File: src/rtl/riscv_structures.sv
// Shared pipeline types: hazard-controller state and operand forward-select encodings.
package riscv_structures;

  typedef enum logic [1:0] {
    RUN     = 2'd0,
    FLUSH   = 2'd1,
    MEMWAIT = 2'd2
  } hz_state_e;

  typedef enum logic [1:0] {
    FWD_RF  = 2'd0,
    FWD_MEM = 2'd1,
    FWD_WB  = 2'd2
  } fwd_sel_e;

endpackage

File: src/rtl/pipeline_hazard_ctrl_fwd_unit.sv
// Operand forward select for one execute input; purely combinational.
// The memory stage is the younger producer, so it wins over writeback.
module fwd_unit
  import riscv_structures::*;
(
  input  logic [4:0] rs,
  input  logic       use_rs,
  input  logic [4:0] mem_rd,
  input  logic       mem_reg_write,
  input  logic [4:0] wb_rd,
  input  logic       wb_reg_write,
  output logic [1:0] sel
);

  fwd_sel_e sel_e;

  always_comb begin
    sel_e = FWD_RF;
    if (use_rs && rs != 5'd0) begin
      if (mem_reg_write && mem_rd == rs) begin
        sel_e = FWD_MEM;
      end else if (wb_reg_write && wb_rd == rs) begin
        sel_e = FWD_WB;
      end
    end
  end

  assign sel = sel_e;

endmodule

File: src/rtl/pipeline_hazard_ctrl.sv
// Stall/bubble/flush and forwarding control for the 5-stage pipeline, zero-cycle response.
// Priority mem_busy > redirect > load-use; FSM sequences multi-cycle flushes and memory waits.
module pipeline_hazard_ctrl
  import riscv_structures::*;
#(
  parameter int FLUSH_CYCLES = 2,
  parameter int CNT_W        = 16
) (
  input  logic             clk,
  input  logic             rst_n,
  input  logic [4:0]       id_rs1,
  input  logic [4:0]       id_rs2,
  input  logic             id_use_rs1,
  input  logic             id_use_rs2,
  input  logic [4:0]       ex_rd,
  input  logic             ex_reg_write,
  input  logic             ex_mem_read,
  input  logic [4:0]       mem_rd,
  input  logic             mem_reg_write,
  input  logic [4:0]       wb_rd,
  input  logic             wb_reg_write,
  input  logic             redirect,
  input  logic             mem_busy,
  output logic             stall_if,
  output logic             stall_id,
  output logic             stall_ex,
  output logic             stall_mem,
  output logic             bubble_ex,
  output logic             flush_id,
  output logic [1:0]       fwd_a_sel,
  output logic [1:0]       fwd_b_sel,
  output logic [CNT_W-1:0] stall_count,
  output logic [CNT_W-1:0] flush_count
);

  localparam logic [2:0]       FLUSH_RELOAD = 3'(FLUSH_CYCLES - 1);
  localparam logic [CNT_W-1:0] CNT_ONE      = CNT_W'(1);

  hz_state_e        state_q, state_d;
  logic [2:0]       fcnt_q, fcnt_d;
  logic [CNT_W-1:0] stall_count_q, stall_count_d;
  logic [CNT_W-1:0] flush_count_q, flush_count_d;

  logic       load_use, run_eval, accept;
  logic       stall_all, stall_lu, flush, bubble;
  logic [1:0] fwd_a_raw, fwd_b_raw;

  fwd_unit u_fwd_a (
    .rs(id_rs1), .use_rs(id_use_rs1),
    .mem_rd(mem_rd), .mem_reg_write(mem_reg_write),
    .wb_rd(wb_rd), .wb_reg_write(wb_reg_write),
    .sel(fwd_a_raw)
  );

  fwd_unit u_fwd_b (
    .rs(id_rs2), .use_rs(id_use_rs2),
    .mem_rd(mem_rd), .mem_reg_write(mem_reg_write),
    .wb_rd(wb_rd), .wb_reg_write(wb_reg_write),
    .sel(fwd_b_raw)
  );

  assign load_use = ex_mem_read && ex_reg_write && ex_rd != 5'd0 &&
                    ((id_use_rs1 && id_rs1 == ex_rd) || (id_use_rs2 && id_rs2 == ex_rd));

  always_comb begin
    state_d   = state_q;
    fcnt_d    = fcnt_q;
    run_eval  = 1'b0;
    accept    = 1'b0;
    stall_all = 1'b0;
    stall_lu  = 1'b0;
    flush     = 1'b0;
    bubble    = 1'b0;

    case (state_q)
      RUN: run_eval = 1'b1;
      FLUSH: begin
        // Decode holds a wrong-path instruction here, so load-use is not evaluated.
        flush = 1'b1;
        if (mem_busy) begin
          stall_all = 1'b1;
        end else if (redirect) begin
          accept = 1'b1;
          bubble = 1'b1;
          fcnt_d = FLUSH_RELOAD;
        end else if (fcnt_q <= 3'd1) begin
          state_d = RUN;
          fcnt_d  = 3'd0;
        end else begin
          fcnt_d = fcnt_q - 3'd1;
        end
      end
      MEMWAIT: begin
        // The exit cycle behaves as RUN so a redirect held by execute is taken at once.
        if (mem_busy) stall_all = 1'b1;
        else          run_eval  = 1'b1;
      end
      default: state_d = RUN;
    endcase

    if (run_eval) begin
      state_d = RUN;
      if (mem_busy) begin
        stall_all = 1'b1;
        state_d   = MEMWAIT;
      end else if (redirect) begin
        accept = 1'b1;
        flush  = 1'b1;
        bubble = 1'b1;
        if (FLUSH_CYCLES > 1) begin
          state_d = FLUSH;
          fcnt_d  = FLUSH_RELOAD;
        end
      end else if (load_use) begin
        stall_lu = 1'b1;
        bubble   = 1'b1;
      end
    end

    stall_count_d = stall_count_q;
    if ((stall_all || stall_lu) && stall_count_q != '1) stall_count_d = stall_count_q + CNT_ONE;
    flush_count_d = flush_count_q;
    if (accept && flush_count_q != '1) flush_count_d = flush_count_q + CNT_ONE;
  end

  always_ff @(posedge clk) begin
    if (!rst_n) begin
      state_q       <= RUN;
      fcnt_q        <= 3'd0;
      stall_count_q <= '0;
      flush_count_q <= '0;
    end else begin
      state_q       <= state_d;
      fcnt_q        <= fcnt_d;
      stall_count_q <= stall_count_d;
      flush_count_q <= flush_count_d;
    end
  end

  assign stall_if    = rst_n & (stall_all | stall_lu);
  assign stall_id    = rst_n & (stall_all | stall_lu);
  assign stall_ex    = rst_n & stall_all;
  assign stall_mem   = rst_n & stall_all;
  assign bubble_ex   = rst_n & bubble;
  assign flush_id    = rst_n & flush;
  assign fwd_a_sel   = rst_n ? fwd_a_raw : 2'd0;
  assign fwd_b_sel   = rst_n ? fwd_b_raw : 2'd0;
  assign stall_count = stall_count_q;
  assign flush_count = flush_count_q;

endmodule

File: config.mk
export PLATFORM = sky130hd
export DESIGN_NAME = pipeline_hazard_ctrl
export DESIGN_NICKNAME = d
export VERILOG_FILES = /design/src/rtl/riscv_structures.sv /design/src/rtl/pipeline_hazard_ctrl_fwd_unit.sv /design/src/rtl/pipeline_hazard_ctrl.sv
export SDC_FILE = /design/constraint.sdc
export NUM_CORES = 1
export LEC_CHECK = 0
export ABC_AREA = 1
export CAP_MARGIN = 25
export CORE_MARGIN = 5
export CORE_UTILIZATION = 30
export DETAILED_ROUTE_END_ITERATION = 10
export PLACE_DENSITY = 0.57
export SETUP_SLACK_MARGIN = 0.5
export SYNTH_ARGS = -nofsm -noshare
export SYNTH_HDL_FRONTEND = slang
export SYNTH_SLANG_ARGS = --single-unit
export TNS_END_PERCENT = 30
File: constraint.sdc
create_clock -name clk -period 1.9 [get_ports clk]
set_clock_uncertainty 0.15 [all_clocks]
set_input_delay 0.19 -clock clk [delete_from_list [all_inputs] [get_ports clk]]
set_output_delay 0.19 -clock clk [all_outputs]
set_load 0.02 [all_outputs]
Wiring by layer:
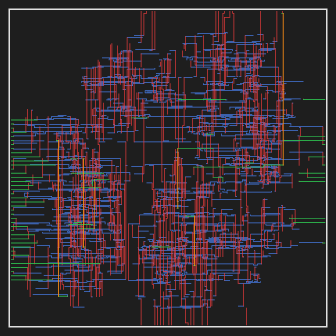
Key: orange = M4 [wire length 184 um]; blue = M1 [wire length 3910 um]; red = M2 [wire length 4500 um]; green = M3 [wire length 426 um]
wire length per cell: 13.54 um
DRT Wirelength: 9019 um
total track usage: 15.60%
routed via count: 3248

Metal 2:
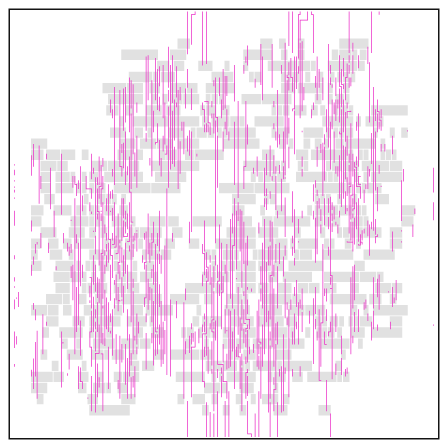
The layer holds 50% of the routed length. The wires run mostly vertical. 495 nets have wire on it. The longest straight run is 45.6 um.

M3 wires:
Bar = 20 um.
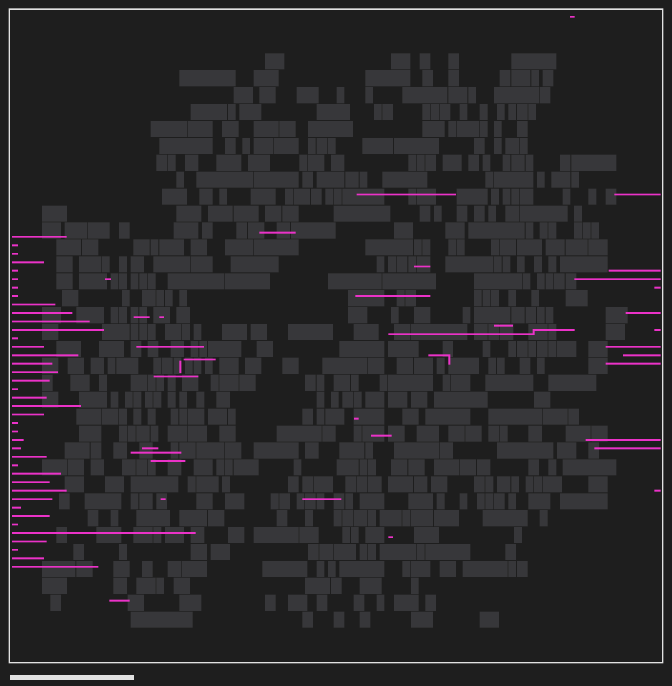
The layer carries 426 um of wire. 68 nets have wire on it. The longest straight run is 29.2 um. The layer holds 4.7% of the routed length. The wires run mostly horizontal.

Congestion heat map:
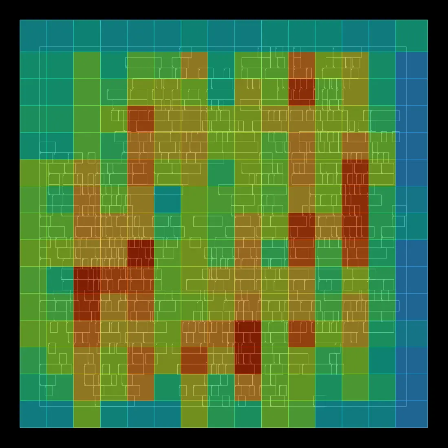
met2 Resource Use GR: 28.01%
M1 GR Usage: 18.10%
GR Util met3: 3.329%
Finished Core Util: 51.59%
grt peak-use layer: met2

Clock distribution:
Bar = 20 um.
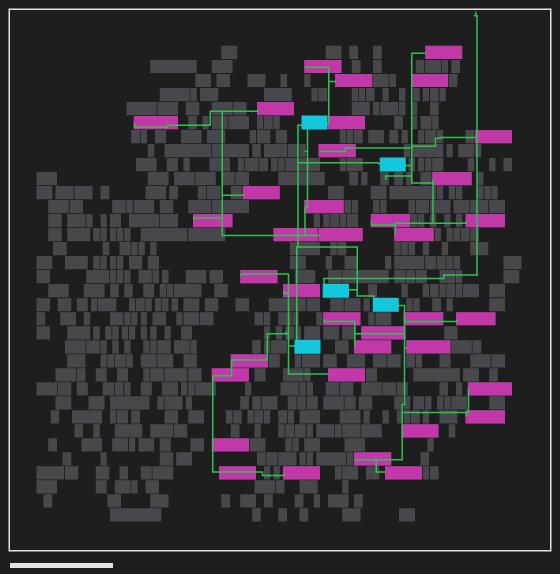
Key: cyan = clock-net drivers [count 5]; green = clock wires [length 596 um]; magenta = flip-flops [count 37]
There are 6 routed clock nets.

==> run notes <==
run results: PnR worst setup slack=-0.04564 ns, Worst Setup Slack post-DPL=-0.6084 ns, CTS tree=done, invs w/o clock=between 60 and 70, failing checks=setup timing, most frequent cell after synthesis=nand2_1, Peak Freq=around 510 MHz, WHS=0.3298 ns, Area-dominant class=multi-input combinational cells, flip-flops with a built-in enable=0, status=complete, but fails checks, fraction of layout cells with a size suffix above 1=43.01%, Tmin final=~1.9 ns, Final Cell Area=about 4500 um2, HPWL Detailed=between 6000 and 7000 um, area reported by Yosys stat=2696 um2, H-tree depth=2, hold buffer count at cts=0, Syn Std Cell Area=around 2700 um2, I/O Buffers=around 76, max incr delay on CP=slightly below 0.4 ns, # setup viols final=2, ant diodes=0
## layout by cell type (no fill, tap or decap), drive strengths merged, types with 2 or more instances in the layout
cell type / instances
a21oi: 35
a221oi: 2
a31oi: 2
and3: 2
buf: 85
clkbuf: 22
clkdlybuf4s15: 10
clkdlybuf4s50: 4
clkinv: 3
dfxtp: 37
dlygate4sd2: 12
dlymetal6s2s: 4
ha: 7
inv: 59
nand2: 108
nand3: 35
nand3b: 2
nand4: 10
nor2: 59
nor3: 13
nor4: 5
o21a: 2
o21ai: 15
o21bai: 3
o22ai: 2
or2: 2
xnor2: 4
xor2: 8
## worst paths after layout
| check | start | end | slack, ns |
|---|---|---|---|
| worst min-delay path | flush_count[2] | flush_count[2] | 0.33 |
| worst min register to register | flush_count[2] | flush_count[2] | 0.33 |
| worst max register to register | state_q[1] | flush_count[11] | -0.01 |
| worst max-delay path | state_q[1] | bubble_ex | -0.05 |
## metal layers
| metal | wire length [um] | vias to the layer above |
|---|---|---|
| li1 | - | 1664 |
| met2 | 4499 | 90 |
| met4 | 183 | 0 |
| met5 | 0 | - |
| met3 | 425 | 12 |
| met1 | 3909 | 1482 |
## worst min-delay path: cells and delay by family, from the launching register on
kind            cells  cell delay [ns]
flops               1             0.34
buf+inv             1             0.06
compound gates      1             0.04
## registers in the layout, summed over array words and instances, names as in the netlist
signal and cells:
fcnt_q 3, flush_count 16, state_q 2, stall_count 16
## logic make-up (layout without fill, tap and decap cells)
logic type	count (synthesis)	in the layout	share of synthesized area [%]
simple gates	236	236	39.07
compound gates	66	66	14.52
xor+xnor	12	12	3.898
flops	37	37	27.47
fa+ha+maj	7	7	3.248
buf+inv	73	200	11.79
## timing repair
item                                    4_1_cts  5_1_grt
gates cloned                                  0        1
pin swaps                                    44       30
setup buffers                                11        2
endpoints found under the setup margin       79       70
gates resized                               281       95
